`config.mk`:
```
export PLATFORM = sky130hd
export DESIGN_NAME = loop_pipe
export DESIGN_NICKNAME = d
export VERILOG_FILES = /design/src/rtl/loop_pipe_pkg.sv /design/src/rtl/loop_lane.sv /design/src/rtl/loop_pipe.sv
export SDC_FILE = /design/constraint.sdc
export NUM_CORES = 1
export LEC_CHECK = 0
export CAP_MARGIN = 0
export CORE_UTILIZATION = 30
export CTS_BUF_LIST = sky130_fd_sc_hd__clkbuf_8
export CTS_CLUSTER_SIZE = 16
export DETAILED_ROUTE_END_ITERATION = 6
export PLACE_DENSITY = 0.58
export SKIP_CTS_REPAIR_TIMING = 1
export SYNTH_ARGS = -nofsm -noshare
export SYNTH_HDL_FRONTEND = slang
export SYNTH_SLANG_ARGS = --single-unit
```
`constraint.sdc`:
```
create_clock -name tau2015_clk -period 2.8 [get_ports tau2015_clk]
set_input_delay 0.42 -clock tau2015_clk [delete_from_list [all_inputs] [get_ports tau2015_clk]]
set_output_delay 0.42 -clock tau2015_clk [all_outputs]
set_load 0.005 [all_outputs]
```
`src/rtl/loop_pipe_pkg.sv`:
```
// Shared defaults and helpers for the loop_pipe STA regression design.
// Counters narrower than or equal to 32 bits share a single saturating increment.
package loop_pipe_pkg;

    localparam int DEF_WIDTH = 4;
    localparam int DEF_DEPTH = 2;
    localparam int DEF_CNT_W = 8;
    localparam int MAX_CNT_W = 32;

    // Increment v unless it already holds the all-ones value of a w-bit counter.
    function automatic logic [MAX_CNT_W-1:0] sat_inc(input logic [MAX_CNT_W-1:0] v,
                                                     input int unsigned           w);
        logic [MAX_CNT_W-1:0] max_v;
        if (w >= MAX_CNT_W) max_v = '1;
        else                max_v = (MAX_CNT_W'(1) << w) - MAX_CNT_W'(1);
        return (v >= max_v) ? v : v + MAX_CNT_W'(1);
    endfunction

endpackage

```
`src/rtl/loop_lane.sv`:
```
// One lane: capture register (f1/n1), registered NOR feedback loop and
// saturating toggle counter. Valid/ready does not apply: capture is strobe-only.
module loop_lane
    import loop_pipe_pkg::*;
#(
    parameter int CNT_W = DEF_CNT_W
) (
    input  logic             clk_i,
    input  logic             rst_i,
    input  logic             cap_i,
    input  logic             a_i,
    input  logic             b_i,
    input  logic             clr_i,
    output logic             n1_o,
    output logic             lp_o,
    output logic [CNT_W-1:0] cnt_o
);

    logic             f1_q, f1_d;
    logic             n1_q, n1_d;
    logic             lp_q, lp_d;
    logic [CNT_W-1:0] cnt_q, cnt_d;

    always_comb begin
        f1_d  = f1_q;
        n1_d  = n1_q;
        if (cap_i) begin
            f1_d = a_i;
            n1_d = ~(a_i & b_i);
        end
        // The NOR loop is closed through lp_q, so f1=1 parks the lane at 0.
        lp_d  = ~(f1_q | lp_q);
        cnt_d = cnt_q;
        if (clr_i)
            cnt_d = '0;
        else if (lp_d != lp_q)
            cnt_d = CNT_W'(sat_inc(MAX_CNT_W'(cnt_q), CNT_W));
    end

    always_ff @(posedge clk_i) begin
        if (rst_i) begin
            f1_q  <= 1'b0;
            n1_q  <= 1'b0;
            lp_q  <= 1'b0;
            cnt_q <= '0;
        end else begin
            f1_q  <= f1_d;
            n1_q  <= n1_d;
            lp_q  <= lp_d;
            cnt_q <= cnt_d;
        end
    end

    assign n1_o  = n1_q;
    assign lp_o  = lp_q;
    assign cnt_o = cnt_q;

endmodule

```
`src/rtl/loop_pipe.sv`:
```
// WIDTH-lane NAND/NOR-loop design with a DEPTH-stage output pipeline.
// No back-pressure: every chain shifts on each rising edge.
module loop_pipe
    import loop_pipe_pkg::*;
#(
    parameter int WIDTH = DEF_WIDTH,
    parameter int DEPTH = DEF_DEPTH,
    parameter int CNT_W = DEF_CNT_W
) (
    input  logic                   tau2015_clk,
    input  logic                   rst,
    input  logic                   in_valid,
    input  logic [WIDTH-1:0]       inp1,
    input  logic [WIDTH-1:0]       inp2,
    input  logic                   clr_cnt,
    output logic                   out_valid,
    output logic [WIDTH-1:0]       nand_out,
    output logic [WIDTH-1:0]       out,
    output logic [WIDTH*CNT_W-1:0] toggle_cnt
);

    logic             v_q;
    logic [WIDTH-1:0] n1_w;
    logic [WIDTH-1:0] lp_w;

    logic [DEPTH-1:0] v_pipe_q;
    logic [WIDTH-1:0] n1_pipe_q [DEPTH];
    logic [WIDTH-1:0] lp_pipe_q [DEPTH];

    for (genvar i = 0; i < WIDTH; i++) begin : g_lane
        loop_lane #(.CNT_W(CNT_W)) u_lane (
            .clk_i (tau2015_clk),
            .rst_i (rst),
            .cap_i (in_valid),
            .a_i   (inp1[i]),
            .b_i   (inp2[i]),
            .clr_i (clr_cnt),
            .n1_o  (n1_w[i]),
            .lp_o  (lp_w[i]),
            .cnt_o (toggle_cnt[i*CNT_W +: CNT_W])
        );
    end

    // Stage 0 is fed from the capture/loop registers; the last stage drives the outputs.
    always_ff @(posedge tau2015_clk) begin
        if (rst) begin
            v_q      <= 1'b0;
            v_pipe_q <= '0;
            for (int s = 0; s < DEPTH; s++) begin
                n1_pipe_q[s] <= '0;
                lp_pipe_q[s] <= '0;
            end
        end else begin
            v_q          <= in_valid;
            v_pipe_q[0]  <= v_q;
            n1_pipe_q[0] <= n1_w;
            lp_pipe_q[0] <= lp_w;
            for (int s = 1; s < DEPTH; s++) begin
                v_pipe_q[s]  <= v_pipe_q[s-1];
                n1_pipe_q[s] <= n1_pipe_q[s-1];
                lp_pipe_q[s] <= lp_pipe_q[s-1];
            end
        end
    end

    assign out_valid = v_pipe_q[DEPTH-1];
    assign nand_out  = n1_pipe_q[DEPTH-1];
    assign out       = lp_pipe_q[DEPTH-1];

endmodule

```
==> notes.md, run 1 <==
Implementation numbers.

- The required time reported for the critical path endpoint is 2380 ps.
- The register with the most flip-flops in the layout has 32 of them.
- The overall die area is 8750 um2.
- The number of nets in the final layout is 330.
- The global router reports that the layer with the highest usage is met2.
- The capture point of the worst register-to-register path is recorded as g_lane[2].u_lane.cnt_o[0]$_SDFFE_PP0P_.
- The number of pins exceeding their max-slew limit in the final report is 0.
- In this run the horizontal extent of the chip is 93.5 um.
- The H-tree depth is 3.
- For the pin with the worst max-slew slack, the measured transition is 558 ps.
- The number of nets in the synthesized netlist is 281.
- The first global-routing pass estimated 8340 um of wire.
- The count of cell types in the netlist is 40.
- The chip area line of the yosys report is 2510 um2.
- The placement report lists the number of port buffers as 52.
- The average instance in the mapped netlist occupies 9.48 um2.
- The minimum setup slack among reg-to-reg paths is 1180 ps.
- TritonCTS built the clock tree.
- In this run the tools logged warnings totalling 26.
- The vias per cell is 4.87.
- For this run, the share of the core covered by cells in the final layout is 40.7%.
- The worst slew margin relative to its limit is 62.7%.
- Yosys reported that registers with async set or reset make up 0%.
- Looking at the cell usage after synthesis, the top flip-flop cell is sky130_fd_sc_hd__dfxtp_1.
- All stages included, the depth of the critical timing path comes to 1.
- The number of global-route vias before repair is 1771.
- Adding up every negative setup slack in the final design gives 0 ps.
- In the final layout, the fill cell count is 827.
- The global routing report lists met2 layer usage as 18.6%.
- The maximum clock frequency is 567 MHz.
- The number of instances on the worst hold path is 1.
- In the setup report, the worst path falls into the class flop to output pin.
- The share of the Yosys chip area taken by registers is 50.2%.
- The total CTS buffers is 9.
- The worst min-delay path startpoint is g_lane[2].u_lane.lp_o$_SDFF_PP0_.
- The power attributed to combinational cells is 0.111 mW.
- The dominant delay contributor by cell family on the critical path is buffers and inverters.
- The final routed DRC violation total is 0.
- The post-synth tally of flip-flops with integrated enable is 0.
- The worst setup path is captured at an output pin.
- The maximum number of buffers from clock root to sink is 2.
- The total congestion overflow is 0.
- Setup repair after global routing left no endpoint under its margin.
- The depth of the most critical reg-to-reg path is 5.
- The overall global routing resource usage is 12.4%.
- The highest supply drop recorded on VDD is 0.253 mV.
- The cell at the root of the clock tree is sky130_fd_sc_hd__clkbuf_8.
- The detail route stage leaves a number of antenna-violating nets equal to 0.
- Wire segments on met3 add up to 263 um in the final route.
- Detailed routing placed a total of 2330 um of wire on met2.
- For this run, the number of Yosys warnings is 0.
- The flow reports that combinational logic draws 5.6% of the design power.
- After layout, the setup clock skew is reported as 7.03 ps.
- The cell count in the Yosys report is 265.
- Per the gpl log, the routability congestion estimate is 0.794.
- The script extracted a total leakage power of 1.20 nW.
- The critical path endpoint is toggle_cnt[3].
- The detail-routed net length per standard cell is 12.1 um.
- The endpoint of the worst hold path is reported as g_lane[2].u_lane.lp_o$_SDFF_PP0_.
- The ratio of cells with drive above 1 in the final layout is 7.21%.
- The overall routed net length is 5120 um.
- STA classifies the critical path startpoint as a flop.
- Clock-pin slew was measured on the worst setup and hold paths at 70 ps.
- The fraction of power consumed by sequential logic is 47.6%.
- The total clock network power is 0.934 mW.
- For met3 alone, demand over resource in global routing was 2.28%.
- Note, the detailed placer reported a final HPWL of 3650 um.
- The number of search-and-repair iterations in the first detailed-routing pass is 4.
- The vias after detailed routing is 2065.
- The startpoint of the worst register-to-register path is g_lane[2].u_lane.cnt_o[0]$_SDFFE_PP0P_.
- The switching power as a share of total power is 21.0%.
- The slowest stage of the critical path belongs to the cell sky130_fd_sc_hd__clkdlybuf4s50_1.
- The total number of placement rows is 33.
- The areal power density over the cells is 600 nW/um2.
- For this configuration, the core starts out at a cell density of 30.7%.
- Ranking logic cells in the layout by count gives the top entries sky130_fd_sc_hd__dfxtp_1, sky130_fd_sc_hd__clkdlybuf4s50_1, sky130_fd_sc_hd__nor2_1.
- The global-route met1 utilization is 16.1%.
- The net switching power in the latest report is 0.418 mW.
- The count of buffer and inverter cells on the critical path is 1.
- Entering global routing, the biggest net connects 32 pins.
- The netlist area before placement is 2510 um2.
- For this run, the slowest stage of the critical path takes 550 ps.
- The initial DRC count is 83.
- The launch point of the critical path was reported as g_lane[0].u_lane.cnt_o[3]$_SDFFE_PP0P_.
- From bottom edge to top edge, the die measures 93.5 um.
- STA puts the critical path data arrival time at 1340 ps.
- The number of diodes added for antenna fixing is 0.
- Among logic cells in the layout, the one with the most instances is sky130_fd_sc_hd__dfxtp_1.
- Post-route period utilization is reported as 63.0%.
- The final count of hold timing violations is 0.
- The number of endpoints failing setup at the final stage is 0.
- Listed in order, past its start point the critical path passes clkdlybuf4s50_1.
- The initial antenna violation count is 0.
- The number of primary I/O pins is 53.
- The synthesized instance count is 265.
- The dominant power group in this design is sequential cells.
- Note that the worst hold path type here is flop to flop.
- The internal portion of the total power is 1.58 mW.
- The number of synthesized register bits is 63.
- The flow ran to the end, and the final reports show no timing, DRC or antenna violations.
- The top routing layer in use is met4.
- Across the run, the number of max-cap violations was 0.
- Looking at the critical path, the highest net fanout was 8.
- In this run, power in flip-flops and latches comes to 0.949 mW.
- The post-layout minimum cycle time is 1760 ps.
- The core area is 8180 um2.
- The power share of the clock group is 46.8%.
- The routed length on met1 is 2430 um.
- The area growth from synthesis to final layout is 32.4%.
[run 1: per-stage QoR]
stage | instance area, um2 | cells | total power, mW | hold WS [ps] | worst slack (ps)
6_report | 3330 | 424 | 1.99 | 431 | 1040
2_1_floorplan | 2510 | 265 | 1.03 | 403 | 1380
3_3_place_gp | 3090 | 408 | 1.08 | 419 | 930
5_1_grt | 3330 | 424 | 2.08 | 454 | 959
4_1_cts | 3330 | 424 | 2.03 | 434 | 1010
3_5_place_dp | 3090 | 408 | 1.08 | 423 | 837
[run 1: cells in the mapped netlist (7+ instances only)]
master                      n  area [um2]
sky130_fd_sc_hd__nor2_1    25        93.8
sky130_fd_sc_hd__nor3_1    13        65.1
sky130_fd_sc_hd__dfxtp_1   63        1260
sky130_fd_sc_hd__a21oi_1   13        65.1
sky130_fd_sc_hd__o21ai_0   10        50.1
sky130_fd_sc_hd__nand2_1   21        78.8
sky130_fd_sc_hd__a311oi_1   7        61.3
sky130_fd_sc_hd__nor2b_1   20         125
sky130_fd_sc_hd__nand3_1   12        60.1
sky130_fd_sc_hd__mux2i_1    8        80.1
sky130_fd_sc_hd__buf_4      8        60.1
sky130_fd_sc_hd__clkbuf_1   7        26.3
[run 1: cells by family after synthesis]
family                   after synthesis  synth area share, %
flip-flops                            63                 50.2
adder cells (fa/ha/maj)                4                 1.99
buffers and inverters                 19                 4.03
multiplexers                           8                 3.19
AND-OR/OR-AND                         49                 13.3
AND/OR/NAND/NOR                      118                 25.9
XOR/XNOR                               4                 1.39
[run 1: area by class of cell]
cell class,instances,area (um2),share of cell area [%]
Clock buffer,9,124,3.72
Inverter,3,11.3,0.339
Tap cell,105,131,3.95
Timing Repair Buffer,54,536,16.1
Clock inverter,7,113,3.39
Multi-Input combinational cell,183,1150,34.6
Sequential cell,63,1260,37.9
run_1/wires.png
Bar = 20 um.
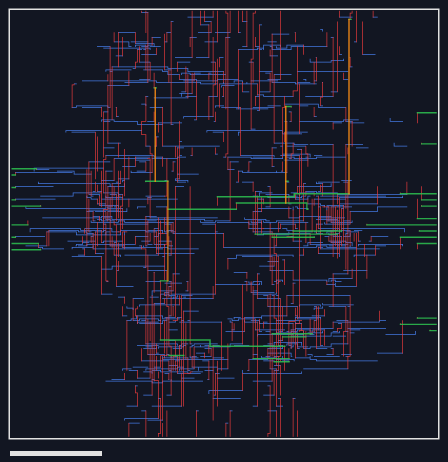
metal 1 -> blue  # wire length 2430 um
metal 4 -> orange  # wire length 101 um
metal 3 -> green  # wire length 263 um
metal 2 -> red  # wire length 2330 um

run_1/io_fan.png
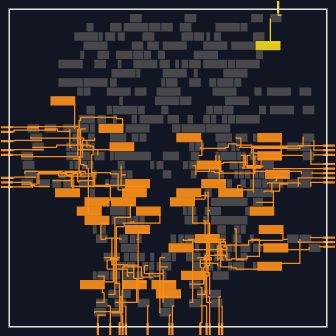
`toggle_cnt` -> orange  # bits 32, direction output, end cells 32, buffers 32, wire 1470 um
`out_valid` -> yellow  # bits 1, direction output, end cells 1, buffers 1, wire 12.1 um

run_1/clocks.png
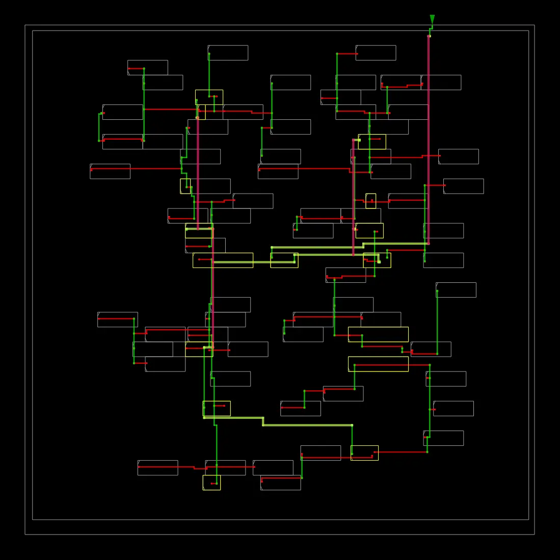
total number of sequential cells: 63
latest clock arrival within the worst-skew pair: 340 ps
number of sinks on the clock net: 63

run_1/flops_by_reg.png
Bar = 20 um.
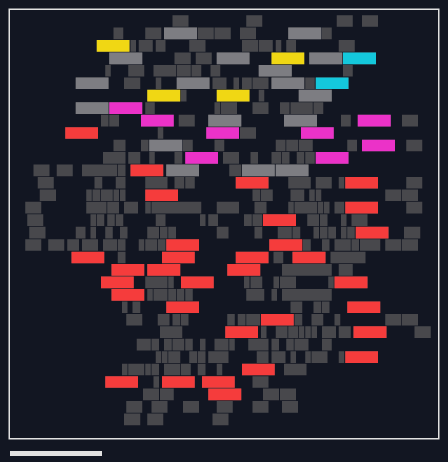

==> inputs of run 2 (changes only) <==
--- a/config.mk
+++ b/config.mk
@@ -10,7 +10,7 @@
 export CTS_BUF_LIST = sky130_fd_sc_hd__clkbuf_8
 export CTS_CLUSTER_SIZE = 16
 export DETAILED_ROUTE_END_ITERATION = 6
-export PLACE_DENSITY = 0.58
+export PLACE_DENSITY = 0.6
 export SKIP_CTS_REPAIR_TIMING = 1
 export SYNTH_ARGS = -nofsm -noshare
 export SYNTH_HDL_FRONTEND = slang
==> constraint.sdc (replaced) <==
create_clock -name tau2015_clk -period 1.43 [get_ports tau2015_clk]
set_input_delay 0.2145 -clock tau2015_clk [delete_from_list [all_inputs] [get_ports tau2015_clk]]
set_output_delay 0.2145 -clock tau2015_clk [all_outputs]
set_load 0.005 [all_outputs]
run_2/flops_by_reg.png
Bar = 20 um.
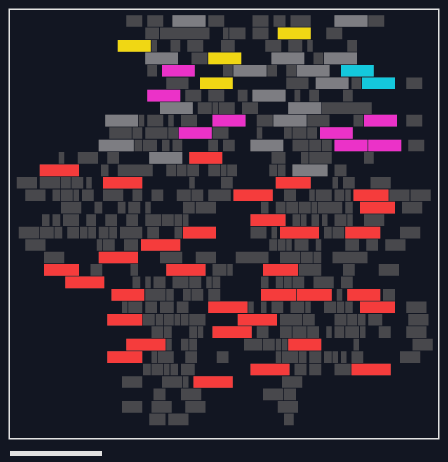
`g_lane.u_lane.n1_o` -> yellow  # placed flops 4, where top middle
`v_pipe_q` -> cyan  # placed flops 2
`lp_pipe_q` -> magenta  # placed flops 8
`g_lane.u_lane.cnt_o` -> red  # placed flops 32

run_2/clocks.png
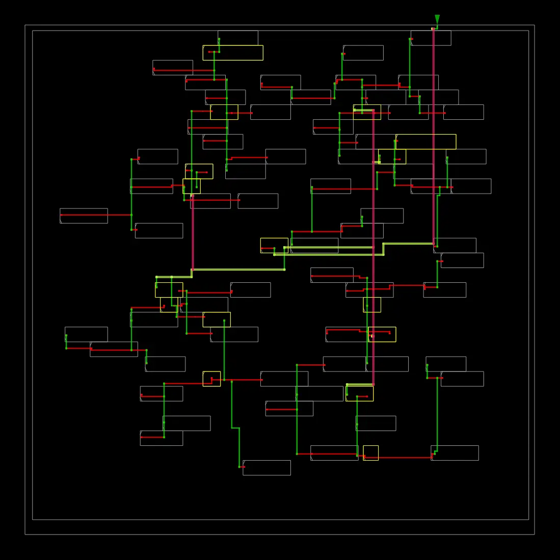
Final Skew: 6.37 ps
Inserted Clock Buffers: 9

==> run 2 against run 1 <==
Utilization rose by 6.0 points. Critical path depth unchanged. Wire length up 13%. Largest power group unchanged. Global-route usage rose by 0.68 points. Final area grew 15%. Die area did not move. Sequential share of layout area shrank 2.9 points. Power increased by 93%. Critical endpoint is now toggle_cnt[26]. Critical path type unchanged.
==> notes.md, run 2 <==
Implementation numbers.

- The run finished with clean final reports.
- The H-tree depth is 3 (unchanged).
- The largest driver fanout on the critical path came to 3 (-5).
- The worst setup path is of the flop to output pin kind.
- The number of port buffers came to 52 (unchanged).
- The chip area line of the yosys report is 2510 um2 (unchanged).
- The switching power as a share of total power came to 23.3% (+2.4 points).
- The final routed DRC violation total is 0 (unchanged).
- The number of maximum-capacitance violations is 0 (unchanged).
- The most frequent logic cell in the layout is sky130_fd_sc_hd__buf_4.
- The number of inserted filler cells in the final layout is 785 (-5.1%).
- The sequential standard cell area is 1340 um2 (+5.9%).
- The cell at the root of the clock tree is sky130_fd_sc_hd__clkbuf_8.
- The number of warnings reported in the yosys synthesis log is 0 (unchanged).
- The overall routed net length is 5790 um (+13%).
- Derived from the worst setup path, the maximum achievable clock frequency is 717 MHz.
- The total congestion overflow is 0 (unchanged).
- The net switching power was 0.898 mW (+110%).
- The required time reported for the critical path endpoint came to 1220 ps (-1160 ps).
- The number of diodes added for antenna fixing is 0 (unchanged).
- The number of search-and-repair iterations in the first detailed-routing pass is 4 (unchanged).
- The total number of placement rows is 33 (unchanged).
- The number of endpoints failing setup at the final stage is 0 (unchanged).
- The post-layout total power is 3.85 mW (+93%).
- The initial antenna violation count came to 0 (unchanged).
- The min-delay analysis places its worst path in the category flop to flop.
- The netlist area before placement is 2510 um2 (unchanged).
- The maximum number of buffers from clock root to sink is 2 (unchanged).
- The peak ir drop on the vdd network is 0.560 mV (+120%).
- The flip-flop count of the largest register after layout came to 32 (unchanged).
- The startpoint class of the critical path is a flop.
- The areal power density over the cells was 1010 nW/um2 (+68%).
- The synthesized netlist cell count was 265 (unchanged).
- The clock tree from TritonCTS is done.
- The number of nets in the final layout came to 370 (+12%).
- The CTS sink count is 63 (unchanged).
- The async set or reset register ratio after synthesis came to 0% (unchanged).
- The net count after synthesis is 281 (unchanged).
- The sequential share of the synthesized area is 50.2% (unchanged).
- The vias after detailed routing is 2246 (+8.8%).
- The met2 demand-to-capacity share in global routing is 19.4% (+0.80 points).
- The number of routed nets with antenna violations is 0 (unchanged).
- The number of primary I/O pins came to 53 (unchanged).
- The worst setup path is captured at an output pin.
- The final standard cell utilization of the core came to 46.6% (+6.0 points).
- The ratio of cells with drive above 1 in the final layout is 27.6% (+20 points).
- The main flop type after synthesis is sky130_fd_sc_hd__dfxtp_1.
- The largest net degree at the start of global routing is 25 (-22%).
- The worst hold slack after final layout is 423 ps (-7.72 ps).
- The minimum setup slack among reg-to-reg paths is 60 ps (-1120 ps).
- The tool warning count was 26 (unchanged).
- The detailed route wirelength on metal3 is 298 um (+13%).
- The setup slack of the critical path after layout is 34.7 ps (-1000 ps).
- The count of cell types in the netlist came to 40 (unchanged).
- The vias per cell is 4.84 (-0.61%).
- The overall global routing resource usage came to 13.0% (+0.68 points).
- The share of Yosys cell area claimed by the top area cell type is 50.2% (unchanged).
- The total non-filler cell area in the finished layout is 3810 um2 (+15%).
- The vertical die size is 93.5 um (unchanged).
- The worst path arrival time was 1180 ps (-160 ps).
- The detail-routed net length per standard cell was 12.5 um (+3.4%).
- The post-route setup TNS is 0 ps (unchanged).
- The static power due to leakage is 2.01 nW (+67%).
- The largest area contributor in the netlist is sky130_fd_sc_hd__dfxtp_1.
- The overall die area came to 8750 um2 (unchanged).
- The delay of the slowest critical-path stage was 490 ps (-60 ps).
- The die width is 93.5 um (unchanged).
- The area growth from synthesis to final layout is 51.8%.
- Signal nets in the final route climb as high as met4.
- In this run the most used layer during global routing was met2.
- The number of standard cells in the final layout excluding fillers came to 464 (+9.4%).
- The dominant delay contributor by cell family on the critical path is buffers and inverters.
- The report lists the cells along the critical path as clkdlybuf4s50_1.
- The most numerous cell in the Yosys netlist is sky130_fd_sc_hd__dfxtp_1.
- The post-CTS clock slew at the launch and capture registers of the worst setup and hold paths came to 70 ps (about the same).
- The number of synthesized register bits is 63 (unchanged).
- The routed length on met1 came to 2630 um (+8.2%).
- The number of global-route vias before repair came to 1876 (+5.9%).
- The post-place setup slack is -125 ps (-962 ps).
- The final count of hold timing violations is 0 (unchanged).
- The synthesis report lists the most area-consuming cells as sky130_fd_sc_hd__dfxtp_1, sky130_fd_sc_hd__nor2b_1, sky130_fd_sc_hd__nor2_1, sky130_fd_sc_hd__mux2i_1, sky130_fd_sc_hd__nand2_1.
- The weighted congestion at the end of routability-driven global placement is 0.813 (+2.4%).
- The cell count in the Yosys report was 265 (unchanged).
- In the layout the commonest cells are sky130_fd_sc_hd__buf_4, sky130_fd_sc_hd__dfxtp_1, sky130_fd_sc_hd__dlymetal6s2s_1.
- The initial DRC count came to 100 (+20%).
- The fraction of power consumed by sequential logic is 47.3% (-0.3 points).
- The count of buffer and inverter cells on the critical path is 1 (unchanged).
- The met2 wirelength from detailed routing came to 2740 um (+18%).
[run 2: worst paths after layout]
check | startpoint | endpoint | cells past startpoint
worst min register to register | g_lane[1].u_lane.lp_o$_SDFF_PP0_ | g_lane[1].u_lane.lp_o$_SDFF_PP0_ | 1
worst max register to register | g_lane[1].u_lane.lp_o$_SDFF_PP0_ | g_lane[1].u_lane.cnt_o[5]$_SDFFE_PP0P_ | 4
worst max-delay path | g_lane[3].u_lane.cnt_o[2]$_SDFFE_PP0P_ | toggle_cnt[26] | 1
worst min-delay path | g_lane[1].u_lane.lp_o$_SDFF_PP0_ | g_lane[1].u_lane.lp_o$_SDFF_PP0_ | 1
[run 2: cells by family (layout without fill, tap and decap cells)]
family | after synthesis | in the layout | synth area share, %
and+or+nand+nor | 118 | 118 | 25.9
DFF | 63 | 63 | 50.2
adders and majority gates | 4 | 4 | 1.99
xor gates and xnor gates | 4 | 4 | 1.39
AOI/OAI and AO/OA | 49 | 49 | 13.3
buffers and inverters | 19 | 113 | 4.03
muxes | 8 | 8 | 3.19
[run 2: power groups by stage]
| stage | Combinational [mW] | Sequential (mW) | Clock, mW |
|---|---|---|---|
| 2_1_floorplan | 0.129 | 1.89 | 0 |
| 3_3_place_gp | 0.278 | 1.88 | 0 |
| 3_5_place_dp | 0.280 | 1.89 | 0 |
| 4_1_cts | 0.283 | 1.85 | 1.80 |
| 5_1_grt | 0.309 | 1.83 | 1.89 |
| 6_report | 0.280 | 1.82 | 1.75 |
[run 2: cell type report]
class	count	area share [%]
clock buffers	9	3.25
clock inverters	7	2.69
inverters	3	0.295
multi-input cells	183	31.0
flip-flops and latches	63	35.0
well taps	105	3.44
repair buffers	94	24.3
[run 2: worst reg2reg max path: cells and delay by family, from the launching register on]
kind	cells	cell delay, ps
compound gates	1	130
flops	1	340
simple gates	3	830
==> inputs of run 3 (changes only) <==
--- a/config.mk
+++ b/config.mk
@@ -6,12 +6,15 @@
 export NUM_CORES = 1
 export LEC_CHECK = 0
 export CAP_MARGIN = 0
+export CORE_MARGIN = 10
 export CORE_UTILIZATION = 30
 export CTS_BUF_LIST = sky130_fd_sc_hd__clkbuf_8
 export CTS_CLUSTER_SIZE = 16
 export DETAILED_ROUTE_END_ITERATION = 6
-export PLACE_DENSITY = 0.6
+export PLACE_DENSITY = 0.59
+export SETUP_SLACK_MARGIN = 0.5
 export SKIP_CTS_REPAIR_TIMING = 1
 export SYNTH_ARGS = -nofsm -noshare
 export SYNTH_HDL_FRONTEND = slang
+export SYNTH_HIERARCHICAL = 1
 export SYNTH_SLANG_ARGS = --single-unit
==> run 3 against run 2 <==
Clock skew is 5.2 ps higher. Cell count is 0.43% lower. Setup slack improved by 98 ps. First-iteration DRC count shrank 34%. Die area grew 45%. Final area is 13% higher. Largest power group unchanged.
==> notes.md, run 3 <==
Implementation numbers.

- The number of diodes added for antenna fixing is 0 (unchanged).
- The share of Yosys cell area claimed by the top area cell type is 49.1% (-1.1 points).
- The largest net degree at the start of global routing is 14 (-44%).
- The power attributed to combinational cells is 0.332 mW (+19%).
- STA classifies the critical path startpoint as a flop.
- The synthesized netlist cell count came to 259 (-2.3%).
- The post-route setup TNS is 0 ps (unchanged).
- The weighted congestion at the end of routability-driven global placement is 0.753 (-7.4%).
- The number of warnings reported in the yosys synthesis log is 6 (+6).
- In this run the critical path is formed by buf_6 > ha_4 > nand2_8 > buf_4 > nor2_4 > and4_1 > nor3_2.
- The net switching power is 0.948 mW (+5.6%).
- The number of instances on the worst hold path came to 4 (+3).
- The final clock skew is 11.5 ps (+5.16 ps).
- The async set or reset register ratio after synthesis is 0% (unchanged).
- The reg-to-reg critical path endpoint is g_lane[1].u_lane/cnt_o[4]$_SDFFE_PP0P_.
- The multi-input combinational cell count was 183 (unchanged).
- The most numerous cell in the Yosys netlist is sky130_fd_sc_hd__dfxtp_1.
- The vias after detailed routing is 2211 (-1.6%).
- The areal power density over the cells is 905 nW/um2 (-10%).
- The count of buffers not belonging to the clock network in the layout is 95 (+1.1%).
- The clock tree from TritonCTS is done.
- The tool warning count came to 28 (+7.7%).
- The cell count in the Yosys report is 259 (-2.3%).
- The post-CTS clock slew at the launch and capture registers of the worst setup and hold paths is 70 ps (about the same).
- The proportion of cell area spent on the clock network is 5.22% (-0.72 points).
- The share of cell area taken by multi-input logic gates was 39.2% (+8.2 points).
- The total clock network power is 1.76 mW (about the same).
- The initial DRC count came to 66 (-34%).
- The post-layout total power is 3.91 mW (+1.5%).
- Among logic cells in the layout, the one with the most instances is sky130_fd_sc_hd__buf_4.
- The overall routed net length came to 6990 um (+21%).
- The sequential share of the synthesized area is 49.1% (-1.1 points).
- The number of synthesized register bits is 63 (unchanged).
- The number of search-and-repair iterations in the first detailed-routing pass is 4 (unchanged).
- The total CTS buffers came to 9 (unchanged).
- The number of routed nets with antenna violations was 0 (unchanged).
- The peak ir drop on the vdd network is 0.482 mV (-14%).
- The static power due to leakage is 1.73 nW (-14%).
- The total congestion overflow was 0 (unchanged).
- In this design, the largest share of critical-path delay is due to simple AND/OR/NAND/NOR gates.
- The setup slack of the critical path after layout came to 133 ps (+98.1 ps).
- The worst hold slack after final layout is 347 ps (-76.2 ps).
- The final routed DRC violation total came to 0 (unchanged).
- The number of inserted filler cells in the final layout is 737 (-6.1%).
- The depth of the most critical reg-to-reg path is 7 (+3).
- The setup path with the least slack is of type flop to flop.
- The run finished with clean final reports.
- The maximum clock frequency is 771 MHz (+7.6%).
- The fraction of cell area in non-clock buffers is 20.2% (-4.2 points).
- The required time reported for the critical path endpoint is 1650 ps (+430 ps).
- In this run the worst hold path is classified as input port to flop.
- The count of cell types in the netlist is 27 (-33%).
- The largest area contributor in the netlist is sky130_fd_sc_hd__dfxtp_1.
- The overall die area is 12700 um2 (+45%).
- The chip area line of the yosys report is 2570 um2 (+2.2%).
- The CTS sink count is 63 (unchanged).
- The non-clock inverter count in the final layout is 0 (-3).
- The maximum number of buffers from clock root to sink is 2 (unchanged).
- The flip-flop count of the largest register after layout came to 32 (unchanged).
- The worst-case hold path end point is g_lane[1].u_lane/n1_o$_SDFFE_PP0P_.
- The largest driver fanout on the critical path is 5 (+2).
- Between the synthesized netlist and the finished layout, the area growth was recorded as 68.0%.
- The number of endpoints failing setup at the final stage came to 0 (unchanged).
- The ratio of cells with drive above 1 in the final layout is 59.1% (+32 points).
- The H-tree depth came to 3 (unchanged).
- The number of port buffers is 52 (unchanged).
- The endpoint kind of the worst setup timing path is a flop.
- The number of maximum-capacitance violations is 0 (unchanged).
==> run 3: cell count changes after synthesis, moves of 5 or more <==
cell	delta
sky130_fd_sc_hd__nand2_1	-13
sky130_fd_sc_hd__a31oi_1	+12
sky130_fd_sc_hd__and2b_1	+6
sky130_fd_sc_hd__nand4_1	-5
sky130_fd_sc_hd__nor2b_1	-5
sky130_fd_sc_hd__nor3_1	-5
==> run 3: how the worst max path moves through the flow <==
stage                                              to  slack [ps]                                   start  cells after the start
2_1_floorplan  g_lane[0].u_lane/cnt_o[1]$_SDFFE_PP0P_         300  g_lane[0].u_lane/cnt_o[1]$_SDFFE_PP0P_                      5
3_3_place_gp   g_lane[3].u_lane/cnt_o[7]$_SDFFE_PP0P_        -100                                     rst                      4
3_5_place_dp   g_lane[0].u_lane/cnt_o[7]$_SDFFE_PP0P_        -130                                     rst                      4
4_1_cts                                toggle_cnt[10]        -130  g_lane[1].u_lane/cnt_o[2]$_SDFFE_PP0P_                      1
5_1_grt        g_lane[3].u_lane/cnt_o[6]$_SDFFE_PP0P_          80  g_lane[3].u_lane/cnt_o[1]$_SDFFE_PP0P_                      5
6_report       g_lane[1].u_lane/cnt_o[4]$_SDFFE_PP0P_         130  g_lane[1].u_lane/cnt_o[0]$_SDFFE_PP0P_                      7
==> run 3: cells by family after synthesis <==
family | Yosys count | share of synthesized area (%)
buffers and inverters | 13 | 3.21
AND/OR/NAND/NOR | 119 | 29.0
adder cells (fa/ha/maj) | 4 | 1.95
AND-OR/OR-AND | 52 | 13.8
multiplexers | 4 | 1.56
flip-flops | 63 | 49.1
XOR/XNOR | 4 | 1.36
==> run 3: routing by layer <==
layer	share of wire [%]	GRT usage, %	up-vias
met2	50	14.2	43
met4	1.3	4.31	0
li1	-	-	1125
met5	0	0	-
met3	5.2	4.21	7
met1	44	12.0	1036
run_3/wires.png
Bar = 20 um.
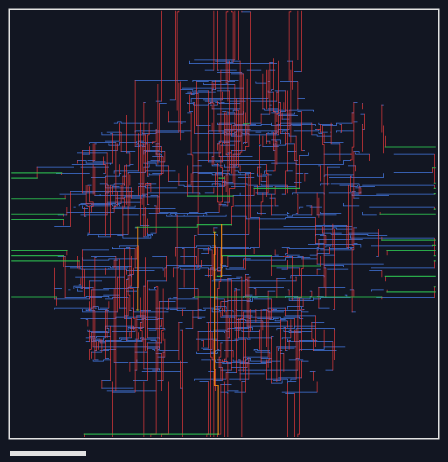
metal 4 -> orange  # wire length 89.3 um
metal 2 -> red  # wire length 3470 um
metal 3 -> green  # wire length 366 um
metal 1 -> blue  # wire length 3070 um

run_3/flops_by_reg.png
Bar = 20 um.
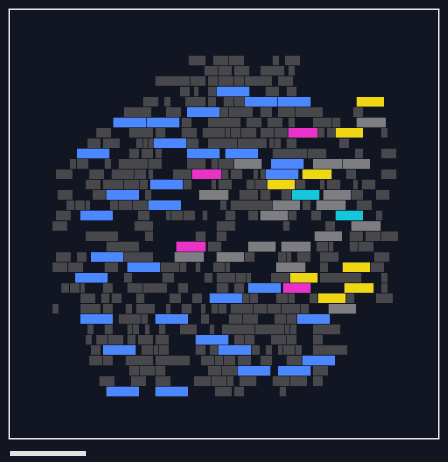
`g_lane.u_lane/cnt_o` -> blue  # placed flops 32
`g_lane.u_lane/lp_o` -> magenta  # placed flops 4, where middle
`lp_pipe_q` -> yellow  # placed flops 8, where right middle
`v_pipe_q` -> cyan  # placed flops 2
not colored = 17
Util after Layout: 52.3%
power in sequential cells: 1.82 mW
area taken by flip-flops and latches: 1400 um2
flop share of the area: 32.4%


==> notes/layouts.md <==
Pictures saved along the way, in no particular order.

Cells by drive strength.
Bar = 20 um.
Plate I
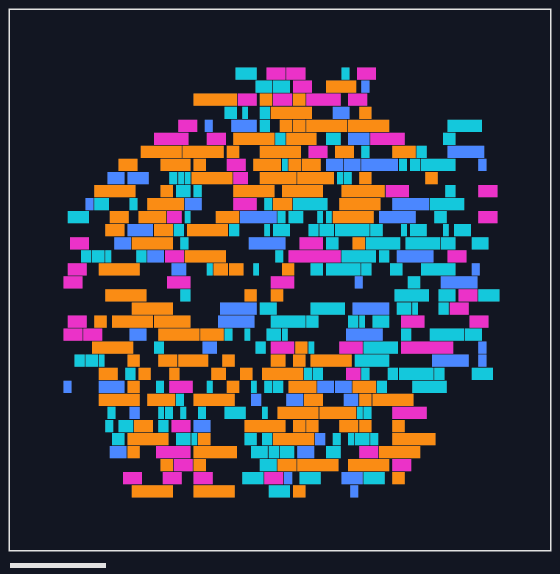
Plate II
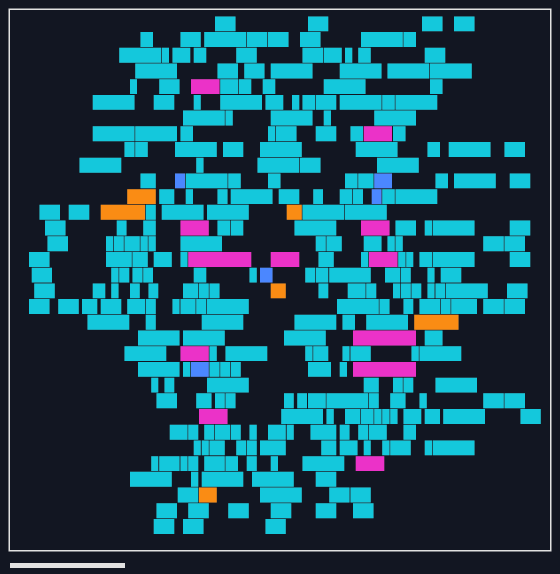
Plate III
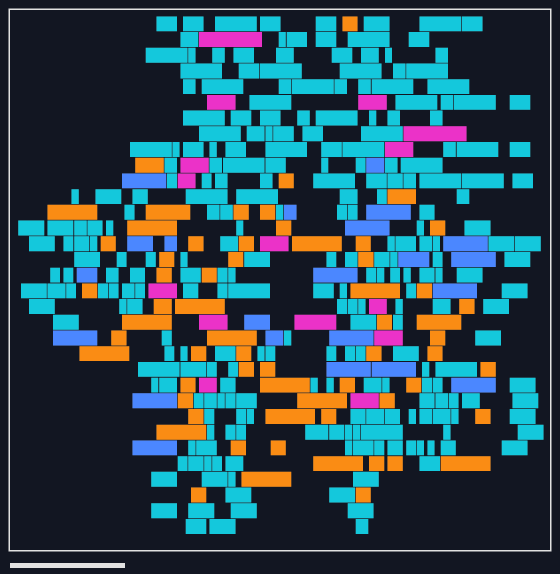
- largest die: Plate I
- run 1 = Plate II
- run 2 = Plate III
- run 3 = Plate I

Key to Plate II:
_3 and _4 cells -> orange  # cells 6
_6 and larger -> magenta  # cells 12
_2 cells -> blue  # cells 5
_0 and _1 cells -> cyan  # cells 296

Power and IR drop assume default switching activity.
